[src/rtl/linemem_arbiter_if.sv]
// rtl/linemem_arbiter_if.sv - CPU, host and line-memory signal bundle for linemem_arbiter
//
// Purpose: groups the CPU load/store port, the host preload/debug port and the
//          line-memory port into one bundle.
// Modports:
//   slave  - the arbiter: takes i_* (requests, memory read data), drives o_*.
//   master - the environment: CPU datapath, host and memory.
// Signals:
//   CPU : i_cpu_req/we/addr/wdata, o_cpu_gnt, o_cpu_stall, o_cpu_rvld, o_cpu_rdata
//   Host: i_host_req/we/addr/wdata, i_host_lock, o_host_gnt, o_host_rvld,
//         o_host_rdata, o_host_locked
//   Mem : o_mem_re, o_mem_we, o_mem_addr, o_mem_wdata, i_mem_rdata
//   LMARB_STALL_CNT_EN adds i_stall_cnt_clr and o_cpu_stall_cnt[31:0].
interface linemem_arbiter_if #(
  parameter int ADDR_WIDTH = 8,
  parameter int DATA_WIDTH = 32
);
  logic                  i_cpu_req;
  logic                  i_cpu_we;
  logic [ADDR_WIDTH-1:0] i_cpu_addr;
  logic [DATA_WIDTH-1:0] i_cpu_wdata;
  logic                  o_cpu_gnt;
  logic                  o_cpu_stall;
  logic                  o_cpu_rvld;
  logic [DATA_WIDTH-1:0] o_cpu_rdata;

  logic                  i_host_req;
  logic                  i_host_we;
  logic [ADDR_WIDTH-1:0] i_host_addr;
  logic [DATA_WIDTH-1:0] i_host_wdata;
  logic                  i_host_lock;
  logic                  o_host_gnt;
  logic                  o_host_rvld;
  logic [DATA_WIDTH-1:0] o_host_rdata;
  logic                  o_host_locked;

  logic                  o_mem_re;
  logic                  o_mem_we;
  logic [ADDR_WIDTH-1:0] o_mem_addr;
  logic [DATA_WIDTH-1:0] o_mem_wdata;
  logic [DATA_WIDTH-1:0] i_mem_rdata;

`ifdef LMARB_STALL_CNT_EN
  logic                  i_stall_cnt_clr;
  logic [31:0]           o_cpu_stall_cnt;
`endif

  modport slave (
`ifdef LMARB_STALL_CNT_EN
    input  i_stall_cnt_clr,
    output o_cpu_stall_cnt,
`endif
    input  i_cpu_req, i_cpu_we, i_cpu_addr, i_cpu_wdata,
    output o_cpu_gnt, o_cpu_stall, o_cpu_rvld, o_cpu_rdata,
    input  i_host_req, i_host_we, i_host_addr, i_host_wdata, i_host_lock,
    output o_host_gnt, o_host_rvld, o_host_rdata, o_host_locked,
    output o_mem_re, o_mem_we, o_mem_addr, o_mem_wdata,
    input  i_mem_rdata
  );

  modport master (
`ifdef LMARB_STALL_CNT_EN
    output i_stall_cnt_clr,
    input  o_cpu_stall_cnt,
`endif
    output i_cpu_req, i_cpu_we, i_cpu_addr, i_cpu_wdata,
    input  o_cpu_gnt, o_cpu_stall, o_cpu_rvld, o_cpu_rdata,
    output i_host_req, i_host_we, i_host_addr, i_host_wdata, i_host_lock,
    input  o_host_gnt, o_host_rvld, o_host_rdata, o_host_locked,
    input  o_mem_re, o_mem_we, o_mem_addr, o_mem_wdata,
    output i_mem_rdata
  );
endinterface

[src/rtl/linemem_arbiter.sv]
// rtl/linemem_arbiter.sv - single-port line-memory arbiter between CPU and host
//
// Purpose: per-cycle arbitration of the line memory between the CPU load/store
//          path and the host preload/debug port, with read-return routing,
//          bounded host starvation and a host exclusive-lock mode.
// Ports:
//   i_clk - clock
//   i_rst - synchronous reset, active-high
//   bus   - linemem_arbiter_if.slave (CPU port, host port, memory port)
// Optional: LMARB_STALL_CNT_EN builds the saturating CPU stall-cycle counter
//           (bus.o_cpu_stall_cnt) with its synchronous clear (bus.i_stall_cnt_clr).
module linemem_arbiter #(
  parameter int ADDR_WIDTH = 8,
  parameter int DATA_WIDTH = 32,
  parameter int DEPTH      = 256,
  parameter int STARVE_MAX = 4
) (
  input  logic                i_clk,
  input  logic                i_rst,
  linemem_arbiter_if.slave    bus
);

  localparam int CNT_W = $clog2(STARVE_MAX + 1);
  localparam logic [CNT_W-1:0] STARVE_LIM = CNT_W'(STARVE_MAX);

  if (DEPTH > (1 << ADDR_WIDTH)) begin : g_bad_depth
    $error("linemem_arbiter: DEPTH does not fit in ADDR_WIDTH");
  end

  typedef enum logic [1:0] {
    ST_SHARED,
    ST_LOCK_PEND,
    ST_LOCKED
  } state_t;

  state_t                r_state;
  state_t                w_state_nxt;
  logic [CNT_W-1:0]      r_starve_cnt;
  logic                  r_rd_pending;
  logic                  r_rd_host;
  logic [DATA_WIDTH-1:0] r_cpu_rdata;
  logic [DATA_WIDTH-1:0] r_host_rdata;

  logic                  w_cpu_gnt;
  logic                  w_host_gnt;
  logic                  w_granted;
  logic                  w_we;
  logic                  w_mem_re;
  logic                  w_cpu_rvld;
  logic                  w_host_rvld;
  logic                  w_cpu_stall;

  // Grants and next state. Nothing is granted while reset is asserted so no
  // memory strobe can escape during the reset cycle.
  always_comb begin
    w_state_nxt = r_state;
    w_cpu_gnt   = 1'b0;
    w_host_gnt  = 1'b0;
    if (!i_rst) begin
      case (r_state)
        ST_SHARED: begin
          // Host wins a collision only once the CPU has used up its run.
          if (bus.i_host_req && (!bus.i_cpu_req || r_starve_cnt == STARVE_LIM)) begin
            w_host_gnt = 1'b1;
          end else if (bus.i_cpu_req) begin
            w_cpu_gnt = 1'b1;
          end
          if (bus.i_host_lock) begin
            w_state_nxt = ST_LOCK_PEND;
          end
        end
        ST_LOCK_PEND: begin
          // No grants here, so any read issued last cycle returns now and
          // nothing is left in flight when the lock is taken.
          w_state_nxt = bus.i_host_lock ? ST_LOCKED : ST_SHARED;
        end
        ST_LOCKED: begin
          w_host_gnt = bus.i_host_req;
          if (!bus.i_host_lock) begin
            w_state_nxt = ST_SHARED;
          end
        end
        default: w_state_nxt = ST_SHARED;
      endcase
    end
  end

  assign w_granted   = w_cpu_gnt | w_host_gnt;
  assign w_we        = w_host_gnt ? bus.i_host_we : bus.i_cpu_we;
  assign w_mem_re    = w_granted & ~w_we;
  assign w_cpu_stall = bus.i_cpu_req & ~w_cpu_gnt;

  // A read issued just before reset must not surface during the reset cycle.
  assign w_cpu_rvld  = r_rd_pending & ~r_rd_host & ~i_rst;
  assign w_host_rvld = r_rd_pending &  r_rd_host & ~i_rst;

  assign bus.o_cpu_gnt     = w_cpu_gnt;
  assign bus.o_host_gnt    = w_host_gnt;
  assign bus.o_cpu_stall   = w_cpu_stall;
  assign bus.o_host_locked = (r_state == ST_LOCKED) & ~i_rst;
  assign bus.o_mem_re      = w_mem_re;
  assign bus.o_mem_we      = w_granted & w_we;
  assign bus.o_mem_addr    = w_host_gnt ? bus.i_host_addr  : bus.i_cpu_addr;
  assign bus.o_mem_wdata   = w_host_gnt ? bus.i_host_wdata : bus.i_cpu_wdata;
  assign bus.o_cpu_rvld    = w_cpu_rvld;
  assign bus.o_host_rvld   = w_host_rvld;
  assign bus.o_cpu_rdata   = w_cpu_rvld  ? bus.i_mem_rdata : r_cpu_rdata;
  assign bus.o_host_rdata  = w_host_rvld ? bus.i_mem_rdata : r_host_rdata;

  always_ff @(posedge i_clk) begin
    if (i_rst) begin
      r_state      <= ST_SHARED;
      r_starve_cnt <= '0;
      r_rd_pending <= 1'b0;
      r_rd_host    <= 1'b0;
      r_cpu_rdata  <= '0;
      r_host_rdata <= '0;
    end else begin
      r_state      <= w_state_nxt;
      r_rd_pending <= w_mem_re;
      if (w_mem_re) begin
        r_rd_host <= w_host_gnt;
      end
      if (w_cpu_rvld) begin
        r_cpu_rdata <= bus.i_mem_rdata;
      end
      if (w_host_rvld) begin
        r_host_rdata <= bus.i_mem_rdata;
      end
      // Counts CPU wins only while the host is actually waiting.
      if (!bus.i_host_req || w_host_gnt) begin
        r_starve_cnt <= '0;
      end else if (w_cpu_gnt && r_starve_cnt != STARVE_LIM) begin
        r_starve_cnt <= r_starve_cnt + CNT_W'(1);
      end
    end
  end

`ifdef LMARB_STALL_CNT_EN
  logic [31:0] r_stall_cnt;

  always_ff @(posedge i_clk) begin
    if (i_rst || bus.i_stall_cnt_clr) begin
      r_stall_cnt <= '0;
    end else if (w_cpu_stall && r_stall_cnt != '1) begin
      r_stall_cnt <= r_stall_cnt + 32'd1;
    end
  end

  assign bus.o_cpu_stall_cnt = r_stall_cnt;
`endif

endmodule
[src/flat_wrapper.sv]
// flat-port wrapper written by rule: the top's interface ports become plain ports
module linemem_arbiter_flat 
#(
  parameter int ADDR_WIDTH = 8,
  parameter int DATA_WIDTH = 32,
  parameter int DEPTH      = 256,
  parameter int STARVE_MAX = 4
)
  (i_clk, i_rst, bus_i_cpu_req, bus_i_cpu_we, bus_i_cpu_addr, bus_i_cpu_wdata, bus_o_cpu_gnt, bus_o_cpu_stall, bus_o_cpu_rvld, bus_o_cpu_rdata, bus_i_host_req, bus_i_host_we, bus_i_host_addr, bus_i_host_wdata, bus_i_host_lock, bus_o_host_gnt, bus_o_host_rvld, bus_o_host_rdata, bus_o_host_locked, bus_o_mem_re, bus_o_mem_we, bus_o_mem_addr, bus_o_mem_wdata, bus_i_mem_rdata);
  linemem_arbiter_if #(.ADDR_WIDTH(ADDR_WIDTH), .DATA_WIDTH(DATA_WIDTH)) bus_i ();
  input  logic i_clk;
  input  logic i_rst;
  input wire logic [$bits(bus_i.i_cpu_req)-1:0] bus_i_cpu_req;
  input wire logic [$bits(bus_i.i_cpu_we)-1:0] bus_i_cpu_we;
  input wire logic [$bits(bus_i.i_cpu_addr)-1:0] bus_i_cpu_addr;
  input wire logic [$bits(bus_i.i_cpu_wdata)-1:0] bus_i_cpu_wdata;
  output wire logic [$bits(bus_i.o_cpu_gnt)-1:0] bus_o_cpu_gnt;
  output wire logic [$bits(bus_i.o_cpu_stall)-1:0] bus_o_cpu_stall;
  output wire logic [$bits(bus_i.o_cpu_rvld)-1:0] bus_o_cpu_rvld;
  output wire logic [$bits(bus_i.o_cpu_rdata)-1:0] bus_o_cpu_rdata;
  input wire logic [$bits(bus_i.i_host_req)-1:0] bus_i_host_req;
  input wire logic [$bits(bus_i.i_host_we)-1:0] bus_i_host_we;
  input wire logic [$bits(bus_i.i_host_addr)-1:0] bus_i_host_addr;
  input wire logic [$bits(bus_i.i_host_wdata)-1:0] bus_i_host_wdata;
  input wire logic [$bits(bus_i.i_host_lock)-1:0] bus_i_host_lock;
  output wire logic [$bits(bus_i.o_host_gnt)-1:0] bus_o_host_gnt;
  output wire logic [$bits(bus_i.o_host_rvld)-1:0] bus_o_host_rvld;
  output wire logic [$bits(bus_i.o_host_rdata)-1:0] bus_o_host_rdata;
  output wire logic [$bits(bus_i.o_host_locked)-1:0] bus_o_host_locked;
  output wire logic [$bits(bus_i.o_mem_re)-1:0] bus_o_mem_re;
  output wire logic [$bits(bus_i.o_mem_we)-1:0] bus_o_mem_we;
  output wire logic [$bits(bus_i.o_mem_addr)-1:0] bus_o_mem_addr;
  output wire logic [$bits(bus_i.o_mem_wdata)-1:0] bus_o_mem_wdata;
  input wire logic [$bits(bus_i.i_mem_rdata)-1:0] bus_i_mem_rdata;
  assign bus_i.i_cpu_req = bus_i_cpu_req;
  assign bus_i.i_cpu_we = bus_i_cpu_we;
  assign bus_i.i_cpu_addr = bus_i_cpu_addr;
  assign bus_i.i_cpu_wdata = bus_i_cpu_wdata;
  assign bus_o_cpu_gnt = bus_i.o_cpu_gnt;
  assign bus_o_cpu_stall = bus_i.o_cpu_stall;
  assign bus_o_cpu_rvld = bus_i.o_cpu_rvld;
  assign bus_o_cpu_rdata = bus_i.o_cpu_rdata;
  assign bus_i.i_host_req = bus_i_host_req;
  assign bus_i.i_host_we = bus_i_host_we;
  assign bus_i.i_host_addr = bus_i_host_addr;
  assign bus_i.i_host_wdata = bus_i_host_wdata;
  assign bus_i.i_host_lock = bus_i_host_lock;
  assign bus_o_host_gnt = bus_i.o_host_gnt;
  assign bus_o_host_rvld = bus_i.o_host_rvld;
  assign bus_o_host_rdata = bus_i.o_host_rdata;
  assign bus_o_host_locked = bus_i.o_host_locked;
  assign bus_o_mem_re = bus_i.o_mem_re;
  assign bus_o_mem_we = bus_i.o_mem_we;
  assign bus_o_mem_addr = bus_i.o_mem_addr;
  assign bus_o_mem_wdata = bus_i.o_mem_wdata;
  assign bus_i.i_mem_rdata = bus_i_mem_rdata;
  linemem_arbiter #(.ADDR_WIDTH(ADDR_WIDTH), .DATA_WIDTH(DATA_WIDTH), .DEPTH(DEPTH), .STARVE_MAX(STARVE_MAX)) u_core (.i_clk(i_clk), .i_rst(i_rst), .bus(bus_i));
endmodule
[config.mk]
export PLATFORM = sky130hd
export DESIGN_NAME = linemem_arbiter_flat
export DESIGN_NICKNAME = d
export VERILOG_FILES = /design/src/rtl/linemem_arbiter_if.sv /design/src/rtl/linemem_arbiter.sv /design/src/flat_wrapper.sv
export SDC_FILE = /design/constraint.sdc
export NUM_CORES = 1
export LEC_CHECK = 0
export CAP_MARGIN = 10
export CORE_MARGIN = 5
export CORE_UTILIZATION = 30
export CTS_CLUSTER_DIAMETER = 150
export DETAILED_ROUTE_END_ITERATION = 12
export PLACE_DENSITY = 0.67
export SLEW_MARGIN = 25
export SYNTH_ARGS = -nofsm -noshare
export SYNTH_HDL_FRONTEND = slang
export SYNTH_SLANG_ARGS = --single-unit
[constraint.sdc]
create_clock -name i_clk -period 1.8 [get_ports i_clk]
set_clock_uncertainty 0.15 [all_clocks]
set_input_delay 0.18 -clock i_clk [delete_from_list [all_inputs] [get_ports i_clk]]
set_output_delay 0.18 -clock i_clk [all_outputs]
set_load 0.03 [all_outputs]
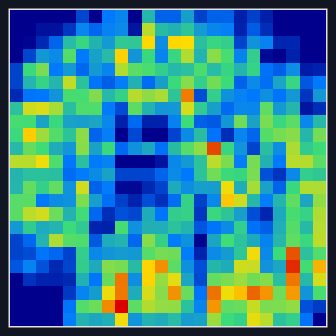
(images/route_heat.png)
24 x 24 tiles, from dark blue (low) to red (high), scaled to the fullest tile. Values are wire area over tile area, all layers added.
emptiest ninth of the die: north-east
tiles over half the peak: 27%
nearly empty tiles: 8.5%
mean over tiles: 0.15
total track usage: 17.8%
detailed-route wire length per cell: 17.8 microns
DR vias: 3355

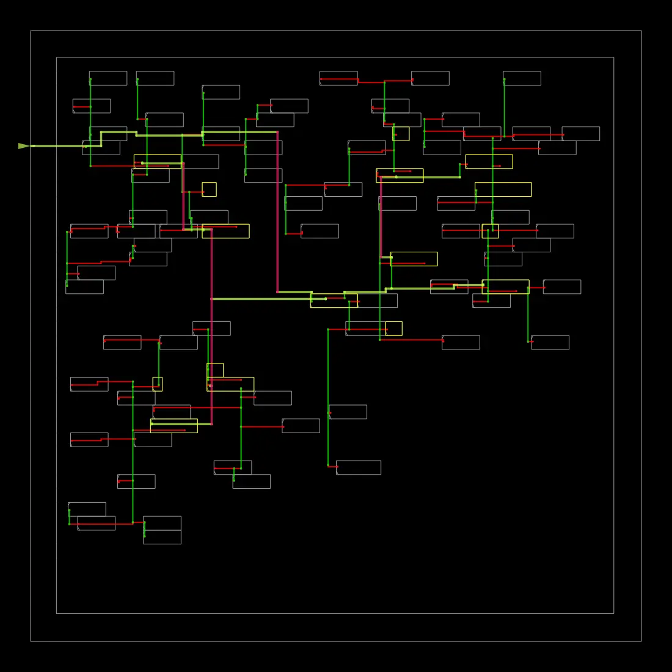
(images/clock_nets.png)
clock tree buffer count of the final layout: 9
Insertion Delay late pin: 330 ps
Clock Power: 1.81 mW
final sequential cell count: 71

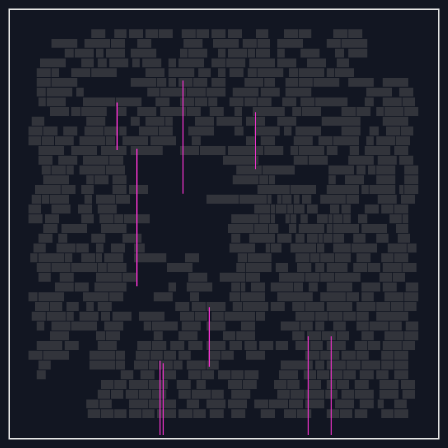
(images/m4.png)
longest straight run: 38.1 microns
nets with wire on the layer: 7
main direction: vertical
share of all routed wire: 1.6%
wire length after detailed routing: 13400 microns

==> qor.log <==
[placed_design] worst setup timing slack at the placement stage -699 ps
[worst_setup_path] CP Capture Point bus_o_mem_addr[3]
[drt] Met2 Wirelength 6860 microns
[logic_synthesis] biggest area consumer among synthesized cells sky130_fd_sc_hd__dfxtp_1
[global_route] first-pass GRT wire length 20100 microns
[layout] sequential share of cell area 18.5%
[logic_synthesis] top_reg_cell synth sky130_fd_sc_hd__dfxtp_1
[timing] final hold vios 0
[timing] upper clock frequency limit 424 MHz
[worst_setup_path] type of origin of the critical path flop
[power_and_ir_drop] power in sequential cells 1.61 mW
[timing] tightest hold margin 195 ps
[floorplanning] die width 119 microns
[global_route] busiest layer in global routing met2
[power_and_ir_drop] power of the combinational group 1.32 mW
[worst_setup_path] slack of the worst reg-to-reg path -80 ps
[floorplanning] initial core utilization 30.3%
[min_path] startpoint of the tightest hold check path i_rst
[layout] final layout net count 720
[clock_network] post-cts resize count 574
[logic_synthesis] top cells by area in the synthesized netlist sky130_fd_sc_hd__dfxtp_1 (40%), sky130_fd_sc_hd__mux2_2 (16%), sky130_fd_sc_hd__mux2_4 (12%)
[worst_setup_path] cell class contributing the biggest share of worst-path delay buffers and inverters
[power_and_ir_drop] Top Consumer clock
[power_and_ir_drop] Pwr per Cell Area 616 nW/um^2
[clock_network] CTS Buffer Depth 2
[outcome] status finished, violations left
[logic_synthesis] xor and xnor area share after synthesis 0.244%
[logic_synthesis] top cells by count, synth sky130_fd_sc_hd__dfxtp_1 (71), sky130_fd_sc_hd__mux2_2 (51), sky130_fd_sc_hd__nor2b_1 (37), sky130_fd_sc_hd__and2b_1 (29), sky130_fd_sc_hd__mux2_4 (29)
[placed_design] total of buffers placed on input and output ports 230
[power_and_ir_drop] switching part of the total power 27.0%
[floorplanning] area of the die 14300 sq um
[timing] final critical-path share of the clock period 131%
[layout] Largest regs u_core.r_cpu_rdata: 32 flops, u_core.r_host_rdata: 32 flops, u_core.r_starve_cnt: 3 flops
[clock_network] register clock-pin slew on the reported worst setup and hold paths 60 ps
[floorplanning] site row count 40
[worst_setup_path] launch point of the worst reg-to-reg path u_core.r_starve_cnt[1]
[layout] number of fill cells 906
[floorplanning] DIE HEIGHT 119 microns
[logic_synthesis] ao+oa area frac 2.54%
[layout] area taken by multi-input logic gates 2350 sq um
[layout] area growth from synthesis to layout 114%
[logic_synthesis] number of cells produced by synthesis 299
[min_path] endpoint of the worst hold-timing path u_core.r_starve_cnt[0]
[logic_synthesis] cell area after synthesis 3600 sq um
[power_and_ir_drop] power share of the clock group 38.1%
[global_route] GRT met3 Usage 5.94%
[layout] Largest area class, layout buffers
[layout] Final Instance Count excl. Fillers 751
[power_and_ir_drop] Net Switching 1.28 mW
[drt] uppermost signal routing layer after detailed routing met4
[worst_setup_path] worst reg2reg endpoint u_core.r_rd_host
[clock_network] number of clock sinks 71
[layout] clock network area share 3.93%
[logic_synthesis] basic-gate share of the synthesized area counting and, or, nand and nor cells 16.6%
[power_and_ir_drop] Gate power share 27.9%
[floorplanning] count of boundary I/O pins 231
[logic_synthesis] fraction of registers with async set/reset 0%
[logic_synthesis] Netlist cell types 34
[logic_synthesis] flop and latch count out of synthesis 71
[drt] met3 wire length 824 microns
[drt] DRT antenna net count 0
[min_path] hold-critical path depth 3
[worst_setup_path] CP Data Required Time 1470 ps
[logic_synthesis] top cell type's share of synthesized area 39.5%
[floorplanning] core area 11900 sq um
[timing] Relative slew margins 69.1%
[timing] setup violation total in the final timing report 112
[worst_setup_path] origin of the worst setup path u_core.r_starve_cnt[1]
[logic_synthesis] share of synthesized area occupied by flip-flops and latches 39.5%
[global_route] largest net degree at the start of global routing 50
[worst_setup_path] Most common cell on crit path sky130_fd_sc_hd__buf_12
[run] max-cap check violation count 0
[min_path] worst min path class primary input to flop
[layout] antenna diode count 0
[clock_network] buffer type at the clock tree root sky130_fd_sc_hd__clkbuf_16
[clock_network] TritonCTS buffer count 9
[logic_synthesis] most common cell in the synthesized netlist sky130_fd_sc_hd__dfxtp_1
[logic_synthesis] flip-flops with a built-in enable 0
[timing] final critical-path setup slack -556 ps
[logic_synthesis] chip area from the yosys synthesis statistics 3600 sq um
[power_and_ir_drop] proportion of power drawn by flip-flops and latches 34.0%
[clock_network] total number of H-tree levels 3
[worst_setup_path] worst path buffer plus inverter count 5
[logic_synthesis] count of warnings emitted by yosys 0
[placed_design] standard cell area after detailed placement 6320 sq um
[power_and_ir_drop] internal power summed over all cells 3.46 mW
[worst_setup_path] WS Path Type flop to output pin
[global_route] met2 usage in global routing 31.7%
[layout] register area 1430 sq um
[clock_network] CTS tree built
[layout] share of post-route cells with drive strength above 1 55.3%
[layout] Buffers, non-clock 308
[clock_network] CTS Hold Bufs 0
[timing] setup repair after global routing missed its margin yes
[layout] highest-count logic cell in the final layout sky130_fd_sc_hd__buf_6
[outcome] violated checks setup timing
[power_and_ir_drop] Leak Pwr 3.67 nW
[global_route] via count of the first global-routing pass 3625
[layout] number of multi-input logic gates 203
[power_and_ir_drop] largest vdd supply drop 507 uV
[timing] count of pins over their slew limit 0
[layout] inverter tally of the final layout excluding the clock network 6
[logic_synthesis] top logic cell family in the synthesized netlist multiplexers
[worst_setup_path] CP max FO 7
[worst_setup_path] logic depth of the worst setup path including buffers 9
[placed_design] routability congestion estimate from global placement 0.868
[layout] final core utilization 64.9%
[layout] fraction of cell area in non-clock buffers 44.3%
[layout] commonest cells after routing, fill and taps aside sky130_fd_sc_hd__buf_6 (138), sky130_fd_sc_hd__clkdlybuf4s50_1 (117), sky130_fd_sc_hd__mux2_4 (101)
[layout] cell area after layout 7700 sq um
[global_route] overall overflow remaining after global route 0
[timing] worst-margin pin slew 464 ps
[global_route] antenna violations before repair 0
[worst_setup_path] largest stage delay on the critical path 340 ps
[logic_synthesis] mean instance size in the synthesized netlist 12.0 sq um
[placed_design] Cell Count Post-Placement 689
[worst_setup_path] FF-to-FF path depth 9
[worst_setup_path] ordered cell list for the critical path inv_2 > ha_4 > and2_4 > o21ai_4 > buf_12 > buf_12 > buf_12 > mux2_2 > buf_2
[logic_synthesis] adder and majority cell fraction of the synthesized area 0.696%
[power_and_ir_drop] Pwr Total 4.74 mW
Power figures rest on the tool's default switching activity, not on a simulated workload.
